==> run_1/placed.png <==
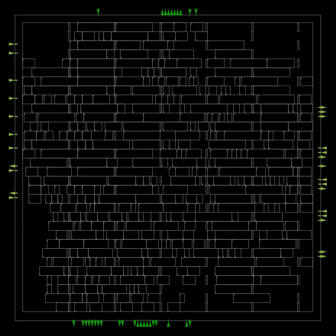
==> run_1/util_map.png <==
The die is cut into 9 by 9 equal tiles; white is low, dark blue is high, 0 to 100% covered.
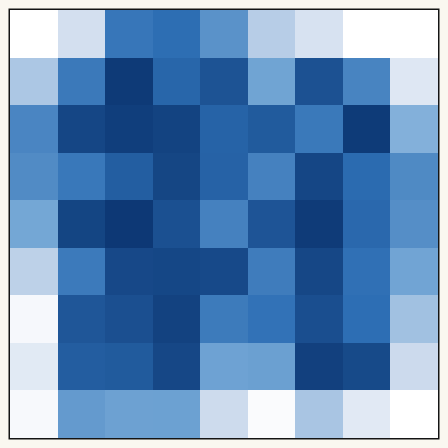
==> run_1/pinout.png <==
Bar = 20 um. Pins as bars across the die edge, other pins in grey.
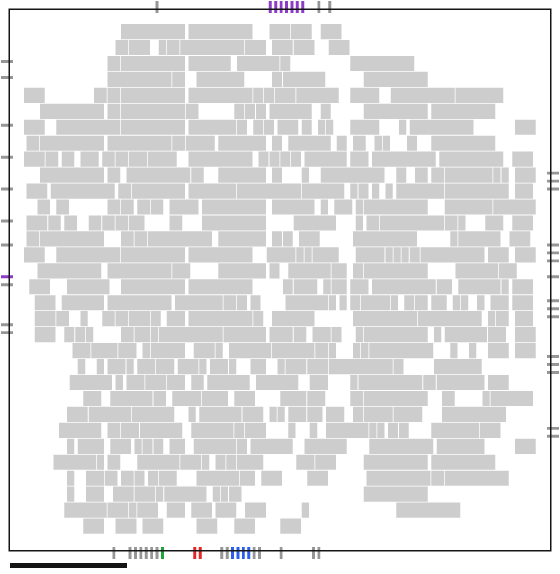
==> run_1/closeup.png <==
Window x 59 to 79, y 59 to 79 um. Cells in grey, sequential cells in the stronger grey; small squares are vias.
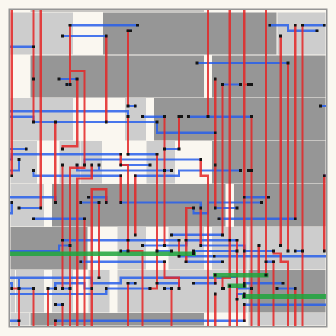
<file path="src/rtl/cpu_io_pkg.sv">
// Shared types and constants for the Integrate CPU host I/O port.
package cpu_io_pkg;

  localparam int DATA_W = 8;

  typedef enum logic [1:0] {
    FEED_IDLE    = 2'd0,
    FEED_PRESENT = 2'd1,
    FEED_RELEASE = 2'd2
  } feed_state_e;

endpackage

</file>
<file path="src/rtl/io_fifo.sv">
// First-word-fall-through FIFO; a pop and a push in the same cycle are both
// honoured, even when full.
module io_fifo #(
  parameter int WIDTH = 8,
  parameter int DEPTH = 4
) (
  input  logic             clk_i,
  input  logic             rst_i,
  input  logic             push_i,
  input  logic [WIDTH-1:0] wdata_i,
  input  logic             pop_i,
  output logic [WIDTH-1:0] rdata_o,
  output logic             full_o,
  output logic             empty_o
);

  localparam int AW = (DEPTH > 1) ? $clog2(DEPTH) : 1;

  logic [AW:0]      wr_ptr_q, rd_ptr_q;
  logic [WIDTH-1:0] mem_q [DEPTH];
  logic             do_push, do_pop;

  // Pointers carry one extra wrap bit to tell full from empty.
  assign empty_o = (wr_ptr_q == rd_ptr_q);
  assign full_o  = (wr_ptr_q[AW] != rd_ptr_q[AW]) &&
                   (wr_ptr_q[AW-1:0] == rd_ptr_q[AW-1:0]);
  assign do_pop  = pop_i && !empty_o;
  assign do_push = push_i && (!full_o || do_pop);
  assign rdata_o = mem_q[rd_ptr_q[AW-1:0]];

  always_ff @(posedge clk_i) begin
    if (rst_i) begin
      wr_ptr_q <= '0;
      rd_ptr_q <= '0;
      for (int i = 0; i < DEPTH; i++) begin
        mem_q[i] <= '0;
      end
    end else begin
      if (do_push) begin
        mem_q[wr_ptr_q[AW-1:0]] <= wdata_i;
        wr_ptr_q <= wr_ptr_q + (AW+1)'(1);
      end
      if (do_pop) begin
        rd_ptr_q <= rd_ptr_q + (AW+1)'(1);
      end
    end
  end

endmodule

</file>
<file path="src/rtl/cpu_io_host.sv">
// Host-side I/O port for the Integrate CPU: feeds queued operands through the
// Nin/enter handshake and captures every Nout change into an output queue.
module cpu_io_host
  import cpu_io_pkg::*;
#(
  parameter int          IN_DEPTH    = 4,
  parameter int          OUT_DEPTH   = 4,
  parameter logic [3:0]  INPUT_STATE = 4'd3
) (
  input  logic              clock,
  input  logic              reset,
  input  logic              push_valid,
  input  logic [DATA_W-1:0] push_data,
  output logic              push_ready,
  output logic [DATA_W-1:0] Nin,
  output logic              enter,
  input  logic [3:0]        StateNoin,
  input  logic [DATA_W-1:0] Nout,
  input  logic              halt,
  output logic              out_valid,
  output logic [DATA_W-1:0] out_data,
  input  logic              out_ready,
  output logic              done,
  output logic              underrun,
  output logic              overrun,
  output logic [7:0]        in_count,
  output feed_state_e       feed_state_o
);

  // Handshakes: a transfer happens on a rising edge where valid && ready;
  // push_ready depends only on the input queue being not full, and out_valid
  // only on the output queue being not empty.

  feed_state_e       state_q, state_d;
  logic [DATA_W-1:0] nin_q, nout_q;
  logic [7:0]        in_count_q;
  logic              done_q, underrun_q, overrun_q;

  logic              in_full, in_empty, in_push, in_pop;
  logic [DATA_W-1:0] in_head;
  logic              out_full, out_empty, out_push, out_pop;
  logic              waiting, stop, underrun_set, overrun_set, nout_changed;

  io_fifo #(.WIDTH(DATA_W), .DEPTH(IN_DEPTH)) u_in_fifo (
    .clk_i   (clock),
    .rst_i   (reset),
    .push_i  (in_push),
    .wdata_i (push_data),
    .pop_i   (in_pop),
    .rdata_o (in_head),
    .full_o  (in_full),
    .empty_o (in_empty)
  );

  io_fifo #(.WIDTH(DATA_W), .DEPTH(OUT_DEPTH)) u_out_fifo (
    .clk_i   (clock),
    .rst_i   (reset),
    .push_i  (out_push),
    .wdata_i (Nout),
    .pop_i   (out_pop),
    .rdata_o (out_data),
    .full_o  (out_full),
    .empty_o (out_empty)
  );

  assign push_ready = !in_full;
  assign in_push    = push_valid && push_ready;
  assign in_pop     = (state_q == FEED_PRESENT);
  assign waiting    = (StateNoin == INPUT_STATE);
  // A halt seen this cycle already blocks a new delivery.
  assign stop       = done_q || halt;

  always_comb begin
    state_d      = state_q;
    underrun_set = 1'b0;
    unique case (state_q)
      FEED_IDLE: begin
        if (waiting && !stop) begin
          if (!in_empty) state_d = FEED_PRESENT;
          else           underrun_set = 1'b1;
        end
      end
      FEED_PRESENT: state_d = FEED_RELEASE;
      // Wait for the CPU to leave its input state so one episode gets one value.
      FEED_RELEASE: if (!waiting) state_d = FEED_IDLE;
      default:      state_d = FEED_IDLE;
    endcase
  end

  assign out_valid    = !out_empty;
  assign out_pop      = out_valid && out_ready;
  assign nout_changed = (Nout != nout_q);
  assign out_push     = nout_changed && (!out_full || out_pop);
  assign overrun_set  = nout_changed && out_full && !out_pop;

  always_ff @(posedge clock) begin
    if (reset) begin
      state_q    <= FEED_IDLE;
      nin_q      <= '0;
      nout_q     <= '0;
      in_count_q <= '0;
      done_q     <= 1'b0;
      underrun_q <= 1'b0;
      overrun_q  <= 1'b0;
    end else begin
      state_q <= state_d;
      if (state_q == FEED_IDLE && state_d == FEED_PRESENT) nin_q <= in_head;
      if (in_pop)       in_count_q <= in_count_q + 8'd1;
      if (underrun_set) underrun_q <= 1'b1;
      if (overrun_set)  overrun_q  <= 1'b1;
      if (halt)         done_q     <= 1'b1;
      nout_q <= Nout;
    end
  end

  assign enter        = (state_q == FEED_PRESENT);
  assign Nin          = nin_q;
  assign in_count     = in_count_q;
  assign done         = done_q;
  assign underrun     = underrun_q;
  assign overrun      = overrun_q;
  assign feed_state_o = state_q;

endmodule

</file>
<file path="config.mk">
export PLATFORM = sky130hd
export DESIGN_NAME = cpu_io_host
export DESIGN_NICKNAME = d
export VERILOG_FILES = /design/src/rtl/cpu_io_pkg.sv /design/src/rtl/io_fifo.sv /design/src/rtl/cpu_io_host.sv
export SDC_FILE = /design/constraint.sdc
export NUM_CORES = 1
export LEC_CHECK = 0
export CORE_MARGIN = 2
export CORE_UTILIZATION = 60
export DETAILED_ROUTE_END_ITERATION = 8
export HOLD_SLACK_MARGIN = 0.02
export PLACE_DENSITY = 0.89
export RECOVER_POWER = 100
export SLEW_MARGIN = 0
export SYNTH_ARGS = -nofsm -noshare
export SYNTH_HDL_FRONTEND = slang
export SYNTH_SLANG_ARGS = --single-unit
</file>
<file path="constraint.sdc">
create_clock -name clock -period 6.4 [get_ports clock]
set_clock_uncertainty 0.15 [all_clocks]
set_input_delay 0.96 -clock clock [delete_from_list [all_inputs] [get_ports clock]]
set_output_delay 0.96 -clock clock [all_outputs]
set_load 0.005 [all_outputs]
</file>
==> qor.csv, run 1 <==
stage;metric;value;unit
sta;Max Slew Vio Count;40;
synth;Netlist cell types;44;
floorplanning;die area;8480;um^2
hold_path;hold path start;overrun;
setup_path;number of cells on the worst reg-to-reg path;4;
cts;clk root buf;clkbuf_8;
synth;Synth Instances;373;
setup_path;Worst Setup End Kind;flop;
global_route;Total Routing Usage GR;23.1;%
sta;Worst Tran Pin Value;1.71;ns
final_layout;Area growth, synth to finish;16.7;%
pwr;Comb power frac;13.7;%
final_layout;Flop area;2780;um^2
detailed_routing;DRC violations left;0;
final_layout;layout cells sized above 1;8.43;%
synth;Registers, synthesis;107;
sta;Min Hold Slack;0.343;ns
job;count of tool warnings;26;
global_route;initial antenna violation count;0;
floorplanning;Ports;57;
sta;RSZ-0062 raised after global routing;no;
setup_path;r2r startpoint;u_in_fifo.rd_ptr_q[0];
floorplanning;row cnt;32;
cts;Inserted Clock Buffers;9;
detailed_routing;First-pass DRT Iterations;4;
synth;ys flop type;edfxtp_1;
global_route;largest net degree at the start of global routing;40;
detailed_routing;Vias/cell;5.66;
synth;Synth Area in Simple Gates;16.4;%
hold_path;hold depth;2;
global_route;global-route wire length before repair;14900;um
setup_path;CP peak stage delay;1.23;ns
cts;Clk pin slew, worst setup/hold paths;0.10;ns
synth;ys cells;373;
synth;largest family of logic cells by area;simple AND/OR/NAND/NOR gates;
setup_path;Required @ worst endpoint;6.29;ns
synth;Adder-Cell Fraction of Synth Area;1.34;%
synth;Top area cell types;edfxtp_1 (41%), dfxtp_1 (18%), mux4_2 (7.7%);
synth;Seq/Total Area, Yosys;59.8;%
placed_design;Placer Congestion;0.818;
pwr;Power Density;262;nW/um^2
setup_path;slowest CP cell;clkbuf_1;
synth;Net Count, Synth;403;
pwr;Top pwr grp;sequential cells;
sta;number of setup violations in the final report;0;
outcome;failing checks;max-capacitance violations, max-slew violations;
final_layout;Diodes inserted;0;
synth;yosys warns;0;
setup_path;worst r2r dst;u_in_fifo.mem_q[0][4];
pwr;sequential power;0.828;mW
placed_design;DP HPWL;6740;um
detailed_routing;WL final;9280;um
synth;XOR/XNOR Fraction of Synth Area;5.40;%
job;Max Cap Viol;1;
detailed_routing;via count;2994;
setup_path;CP Data Arrival Time;4.51;ns
synth;Yosys chip area;4650;um^2
cts;setup bufs post-CTS;0;
synth;Compound Share, Synth;4.78;%
pwr;Flop pwr share;58.1;%
synth;synthesized area;4650;um^2
outcome;run status;finished, violations left;
global_route;vias in the first global route;2961;
placed_design;Post-Place Cell Area;5250;um^2
sta;setup slack after layout;1.78;ns
final_layout;Nets;452;
setup_path;crit-path cells;dlygate4sd3_1 -> clkbuf_1 -> inv_1 -> o311a_1 -> and3b_1 -> or2_0;
pwr;Pint;1.08;mW
setup_path;CP Capture Point;u_in_fifo.mem_q[1][1];
synth;Yosys top cell by area;edfxtp_1;
cts;PostCTS Resize Cnt;0;
sta;final hold vios;0;
setup_path;Buf/Inv on CP;3;
final_layout;post-route cell area;5430;um^2
final_layout;final non-filler cell total;529;
sta;Period Utilization, post-route;72.2;%
cts;clk sinks;107;
setup_path;Max FO, Critical Path;39;
synth;Multiplexer share;9.09;%
pwr;Overall Power;1.42;mW
-- placed.png (at the start) --
n_taps: 102
flop count: 107
flop share of the area: 51.2%
fin util: 71.4%

-- util_map.png (at the start) --
nearly empty tiles: 4.9%
mean over tiles: 63%
emptiest ninth of the die: north-east
tiles over 75% full: 43%
fullest tile: 97%
fp_density: 61.2%
total core area: 7610 um^2

-- pinout.png (at the start) --
| colour | port | pins | direction | edge |
|---|---|---|---|---|
| purple | Nin | 8 | output | 7 north, 1 west |
| green | enter | 1 | output | south |
| red | feed_state_o | 2 | output | south |
| blue | StateNoin | 4 | input | south |
Die X: 92.1 um
I/O Buffers: 56
Die Y: 92.1 um

-- closeup.png (at the start) --
| colour | layer |
|---|---|
| red | M2 |
| blue | M1 |
| green | M3 |
netlist names of flops here include: u_out_fifo.mem_q (7)
sequential cells in the window: 7
most frequent: edfxtp_1 (7), nor2_1 (5), nor4_1 (3)
cells with their middle in the window: 23

-- run 1: tightest hold or removal path, stage by stage, from the launching register on --
cell and delay [ns]:
dfxtp_1 0.34, inv_1 0.06, a21oi_1 0.05
-- run 1: layer usage --
layer / vias up / global-route usage (%) / share of wire [%]
li1: 1443 / - / -
met1: 1437 / 27.3 / 38
met2: 96 / 42.2 / 55
met3: 18 / 4.27 / 5.6
met4: 0 / 8.46 / 2.0
met5: - / 0 / 0
-- run 1: cell type report --
class | count | share of cell area (%)
Timing Repair Buffer | 59 | 10.6
Sequential cell | 107 | 51.2
Inverter | 11 | 0.760
Multi-Input combinational cell | 234 | 31.4
Clock inverter | 3 | 0.346
Tap cell | 102 | 2.35
Clock buffer | 13 | 3.32
--- run 2 (diff from run 1) ---
--- a/config.mk
+++ b/config.mk
@@ -6,10 +6,10 @@
 export NUM_CORES = 1
 export LEC_CHECK = 0
 export CORE_MARGIN = 2
-export CORE_UTILIZATION = 60
+export CORE_UTILIZATION = 50
 export DETAILED_ROUTE_END_ITERATION = 8
 export HOLD_SLACK_MARGIN = 0.02
-export PLACE_DENSITY = 0.89
+export PLACE_DENSITY = 0.8
 export RECOVER_POWER = 100
 export SLEW_MARGIN = 0
 export SYNTH_ARGS = -nofsm -noshare
==> constraint.sdc (replaced) <==
create_clock -name clock -period 3.9 [get_ports clock]
set_clock_uncertainty 0.15 [all_clocks]
set_input_delay 0.585 -clock clock [delete_from_list [all_inputs] [get_ports clock]]
set_output_delay 0.585 -clock clock [all_outputs]
set_load 0.005 [all_outputs]
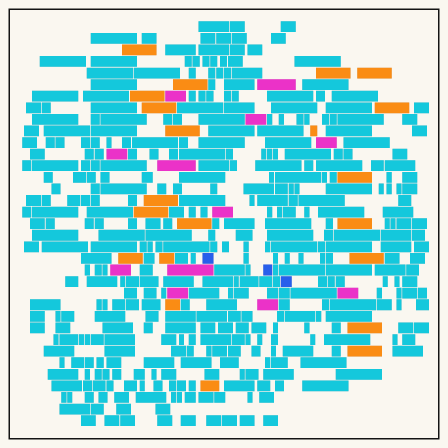
(run_2/sizing.png)
| colour | size | cells | share | most used |
|---|---|---|---|---|
| orange | x2 | 21 | 4.9% | mux4_2 |
| magenta | x6 and larger | 12 | 2.8% | clkbuf_8 |
| cyan | x1 and smaller | 391 | 92% | edfxtp_1 |
| blue | x3 and x4 | 3 | 0.70% | buf_4 |
Area growth, synth to finish: 17.5%
setup slack after layout: 0.733 ns
post-route cell area: 5470 um^2
bufs w/o clock: 59

==> run 2 against run 1 <==
- global-route usage is 3.4 points lower
- via count is 0.47% lower
- critical path depth is 1 lower
- the flow still finishes with violations (max-capacitance violations, max-slew violations)
- largest power group unchanged
==> qor.csv, run 2 <==
stage;metric;value;unit
sta;Max Slew Vio Count;39;
job;count of tool warnings;26;
global_route;largest net degree at the start of global routing;39;
global_route;met2 Use GR;36.0;%
floorplanning;Die Y;100;um
pwr;Comb power frac;13.2;%
sta;number of setup violations in the final report;0;
detailed_routing;Vias/cell;5.54;
cts;PostCTS Resize Cnt;0;
final_layout;Flop area;2780;um^2
synth;Yosys chip area;4650;um^2
sta;Period Utilization, post-route;81.2;%
setup_path;crit-path cells;dlygate4sd3_1 -> inv_1 -> o311a_1 -> nor3b_1 -> or2_1;
global_route;vias in the first global route;2998;
floorplanning;Ports;57;
sta;Worst Tran Pin Value;1.67;ns
synth;Net Count, Synth;403;
floorplanning;row cnt;35;
placed_design;DP HPWL;6750;um
synth;XOR/XNOR Fraction of Synth Area;5.40;%
floorplanning;total core area;9150;um^2
global_route;met3 Resource Use GR;5.06;%
hold_path;hold path start;underrun;
synth;Synth Instances;373;
cts;setup bufs post-CTS;0;
outcome;run status;finished, violations left;
setup_path;worst r2r dst;u_in_fifo.mem_q[0][3];
detailed_routing;uppermost routed layer;met4;
placed_design;I/O Buffers;56;
cts;clk root buf;clkbuf_8;
final_layout;Layout clock buffers;13;
setup_path;CP Data Arrival Time;3.05;ns
final_layout;Comb area share;31.2;%
detailed_routing;WL final;9080;um
pwr;Power Density;439;nW/um^2
pwr;Pint;1.84;mW
final_layout;flop share of the area;50.9;%
synth;yosys warns;0;
outcome;failing checks;max-capacitance violations, max-slew violations;
setup_path;slowest CP cell;nor3b_1;
detailed_routing;via count;2980;
setup_path;Buf/Inv on CP;2;
synth;Synth Area in Simple Gates;16.4;%
placed_design;Placer Congestion;0.833;
job;Max Cap Viol;1;
global_route;Total Routing Usage GR;19.7;%
synth;Multiplexer share;9.09;%
setup_path;Required @ worst endpoint;3.78;ns
synth;synthesized area;4650;um^2
floorplanning;n_taps;111;
floorplanning;Die X;100;um
synth;Seq/Total Area, Yosys;59.8;%
synth;Registers, synthesis;107;
cts;Clk pin slew, worst setup/hold paths;0.08;ns
synth;Compound Share, Synth;4.78;%
synth;Yosys top cell by area;edfxtp_1;
pwr;Top pwr grp;sequential cells;
final_layout;MI comb cells;234;
global_route;global-route wire length before repair;15100;um
pwr;Flop pwr share;56.5;%
final_layout;final non-filler cell total;538;
final_layout;Nets;452;
global_route;GRT busiest layer;met2;
final_layout;flop count;107;
floorplanning;die area;10100;um^2
setup_path;CP Capture Point;u_in_fifo.mem_q[0][3];
final_layout;layout cells sized above 1;8.43;%
setup_path;Max FO, Critical Path;16;
cts;clk sinks;107;
global_route;initial antenna violation count;0;
cts;Inserted Clock Buffers;9;
setup_path;number of cells on the worst reg-to-reg path;4;
final_layout;Signal buf overhead;10.6;%
sta;final hold vios;0;
synth;Adder-Cell Fraction of Synth Area;1.34;%
floorplanning;fp_density;50.9;%
synth;ys flop type;edfxtp_1;
detailed_routing;Met2 Wirelength;4850;um
pwr;sequential power;1.36;mW
pwr;Overall Power;2.40;mW
detailed_routing;M1 WL;3700;um
final_layout;Diodes inserted;0;
run 2: cell counts after synthesis:
No cell type changed its count.
run 2: metrics by stage:
step,hold slack [ns],worst slack [ns],utilization (%),area [um^2]
CTS,0.321,0.951,60.0,5490
global placement,0.301,0.884,57.6,5270
floorplan,0.292,1.56,-,4650
finish,0.319,0.733,59.8,5470
global route,0.335,0.463,59.8,5470
detailed placement,0.307,0.783,57.6,5270
run 2: worst min path at each step:
| stage | endpoint | slack [ns] | cells after the start |
|---|---|---|---|
| global route | overrun | 0.34 | 2 |
| detailed placement | underrun | 0.31 | 2 |
| floorplan | overrun | 0.29 | 2 |
| global placement | underrun | 0.30 | 2 |
| finish | underrun | 0.32 | 2 |
| CTS | overrun | 0.32 | 2 |
--- run 3 (diff from run 2) ---
==> constraint.sdc (replaced) <==
create_clock -name clock -period 2.8 [get_ports clock]
set_clock_uncertainty 0.15 [all_clocks]
set_input_delay 0.42 -clock clock [delete_from_list [all_inputs] [get_ports clock]]
set_output_delay 0.42 -clock clock [all_outputs]
set_load 0.005 [all_outputs]
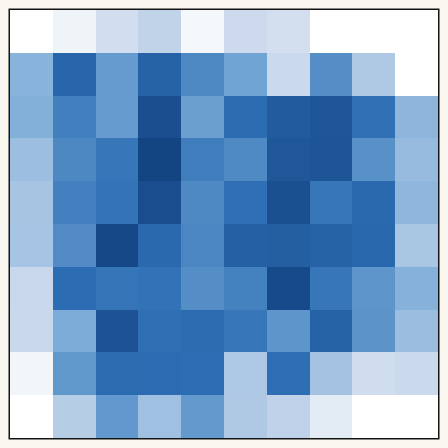
(run_3/util_map.png)
The die is cut into 10 by 10 equal tiles; white is low, dark blue is high, 0 to 100% covered.
mean over tiles: 53%
fullest tile: 92%
densest ninth of the die: centre
fin util: 60.0%
total core area: 9150 um^2
fp_density: 50.9%

==> run 3 against run 2 <==
- highest routed layer unchanged
- setup slack worse by 0.57 ns
- the flow now finishes without violations
- cell count is 2.2% higher
- power rose by 33%
- cell area up 0.41%
==> qor.csv, run 3 <==
stage;metric;value;unit
outcome;run status;finished, final reports clean;
final_layout;bufs w/o clock;71;
final_layout;post-route cell area;5490;um^2
setup_path;CP Data Arrival Time;2.06;ns
synth;Yosys chip area;4650;um^2
final_layout;Comb area share;31.1;%
global_route;initial antenna violation count;0;
setup_path;Required @ worst endpoint;2.23;ns
setup_path;CP peak stage delay;0.65;ns
global_route;global-route wire length before repair;15200;um
detailed_routing;First-pass DRT Iterations;4;
global_route;met3 Resource Use GR;4.30;%
final_layout;final non-filler cell total;550;
sta;Worst Tran Pin Value;1.14;ns
synth;ys cells;373;
synth;Synth Instances;373;
sta;RSZ-0062 raised after global routing;no;
synth;Registers, synthesis;107;
detailed_routing;Vias/cell;5.49;
final_layout;layout cells sized above 1;9.57;%
setup_path;Buf/Inv on CP;1;
cts;clk sinks;107;
floorplanning;die area;10100;um^2
cts;clk root buf;clkbuf_8;
synth;Seq/Total Area, Yosys;59.8;%
pwr;Power Density;583;nW/um^2
floorplanning;n_taps;111;
final_layout;largest class;registers;
detailed_routing;uppermost routed layer;met4;
cts;Clk pin slew, worst setup/hold paths;0.09;ns
synth;Yosys top cell by area;edfxtp_1;
global_route;GRT busiest layer;met2;
pwr;Overall Power;3.20;mW
detailed_routing;DRC violations left;0;
global_route;M1 GR Usage;23.2;%
global_route;met2 Use GR;36.1;%
placed_design;DP HPWL;6740;um
floorplanning;Die X;100;um
synth;ys flop type;edfxtp_1;
sta;Min Hold Slack;0.313;ns
sta;final hold vios;0;
placed_design;Placer Congestion;0.805;
final_layout;Signal buf overhead;11.9;%
synth;Net Count, Synth;403;
final_layout;ClkCell Share;3.05;%
detailed_routing;WL final;9300;um
floorplanning;Die Y;100;um
setup_path;crit-path cells;mux4_2 -> clkdlybuf4s50_1;
final_layout;flop count;107;
sta;Period Utilization, post-route;94.0;%
floorplanning;row cnt;35;
sta;Max Slew Vio Count;0;
final_layout;Flop area;2780;um^2
final_layout;Nets;464;
setup_path;slowest CP cell;dfxtp_1;
placed_design;Post-Place Cell Area;5360;um^2
sta;number of setup violations in the final report;0;
setup_path;Max FO, Critical Path;8;
final_layout;flop share of the area;50.7;%
cts;setup bufs post-CTS;0;
detailed_routing;Met2 Wirelength;4970;um
final_layout;MI comb cells;234;
final_layout;most numerous logic cell after layout;edfxtp_1;
synth;synthesized area;4650;um^2
global_route;vias in the first global route;3076;
detailed_routing;M1 WL;3740;um
sta;setup slack after layout;0.167;ns
synth;Top area cell types;edfxtp_1 (41%), dfxtp_1 (18%), mux4_2 (7.7%);
placed_design;pre-CTS setup slack;0.0346;ns
detailed_routing;via count;3017;
setup_path;Worst Setup End Kind;output pin;
cts;PostCTS Resize Cnt;0;
final_layout;Layout clock buffers;14;
synth;yosys warns;0;
cts;Inserted Clock Buffers;9;
job;count of tool warnings;26;
global_route;largest net degree at the start of global routing;39;
floorplanning;Ports;57;
job;Max Cap Viol;0;
placed_design;I/O Buffers;56;
final_layout;Area growth, synth to finish;18.0;%
## run 3: kinds of logic after synthesis
logic type	share of synthesized area (%)
AOI/OAI and AO/OA	4.79
muxes	9.09
DFF	59.8
and+or+nand+nor	16.4
buffers and inverters	3.20
xor gates and xnor gates	5.40
adders and majority gates	1.34
## run 3: path summary, 6_finish.rpt
check / from / endpoint / slack [ns] / cells after the start
setup / recovery: flop / out_data[5] / 0.17 / 2
hold reg to reg: overrun / overrun / 0.31 / 2
setup reg to reg: u_in_fifo.wr_ptr_q[0] / u_in_fifo.mem_q[2][0] / 0.26 / 4
hold / removal: overrun / overrun / 0.31 / 2
## run 3: power breakdown
group	total (mW)	internal (mW)	switching, mW
clock network	0.845	0.351	0.494
logic	0.485	0.264	0.222
registers	1.87	1.80	0.0767
total	3.20	2.41	0.793
Power is estimated from default activity; no workload was simulated.
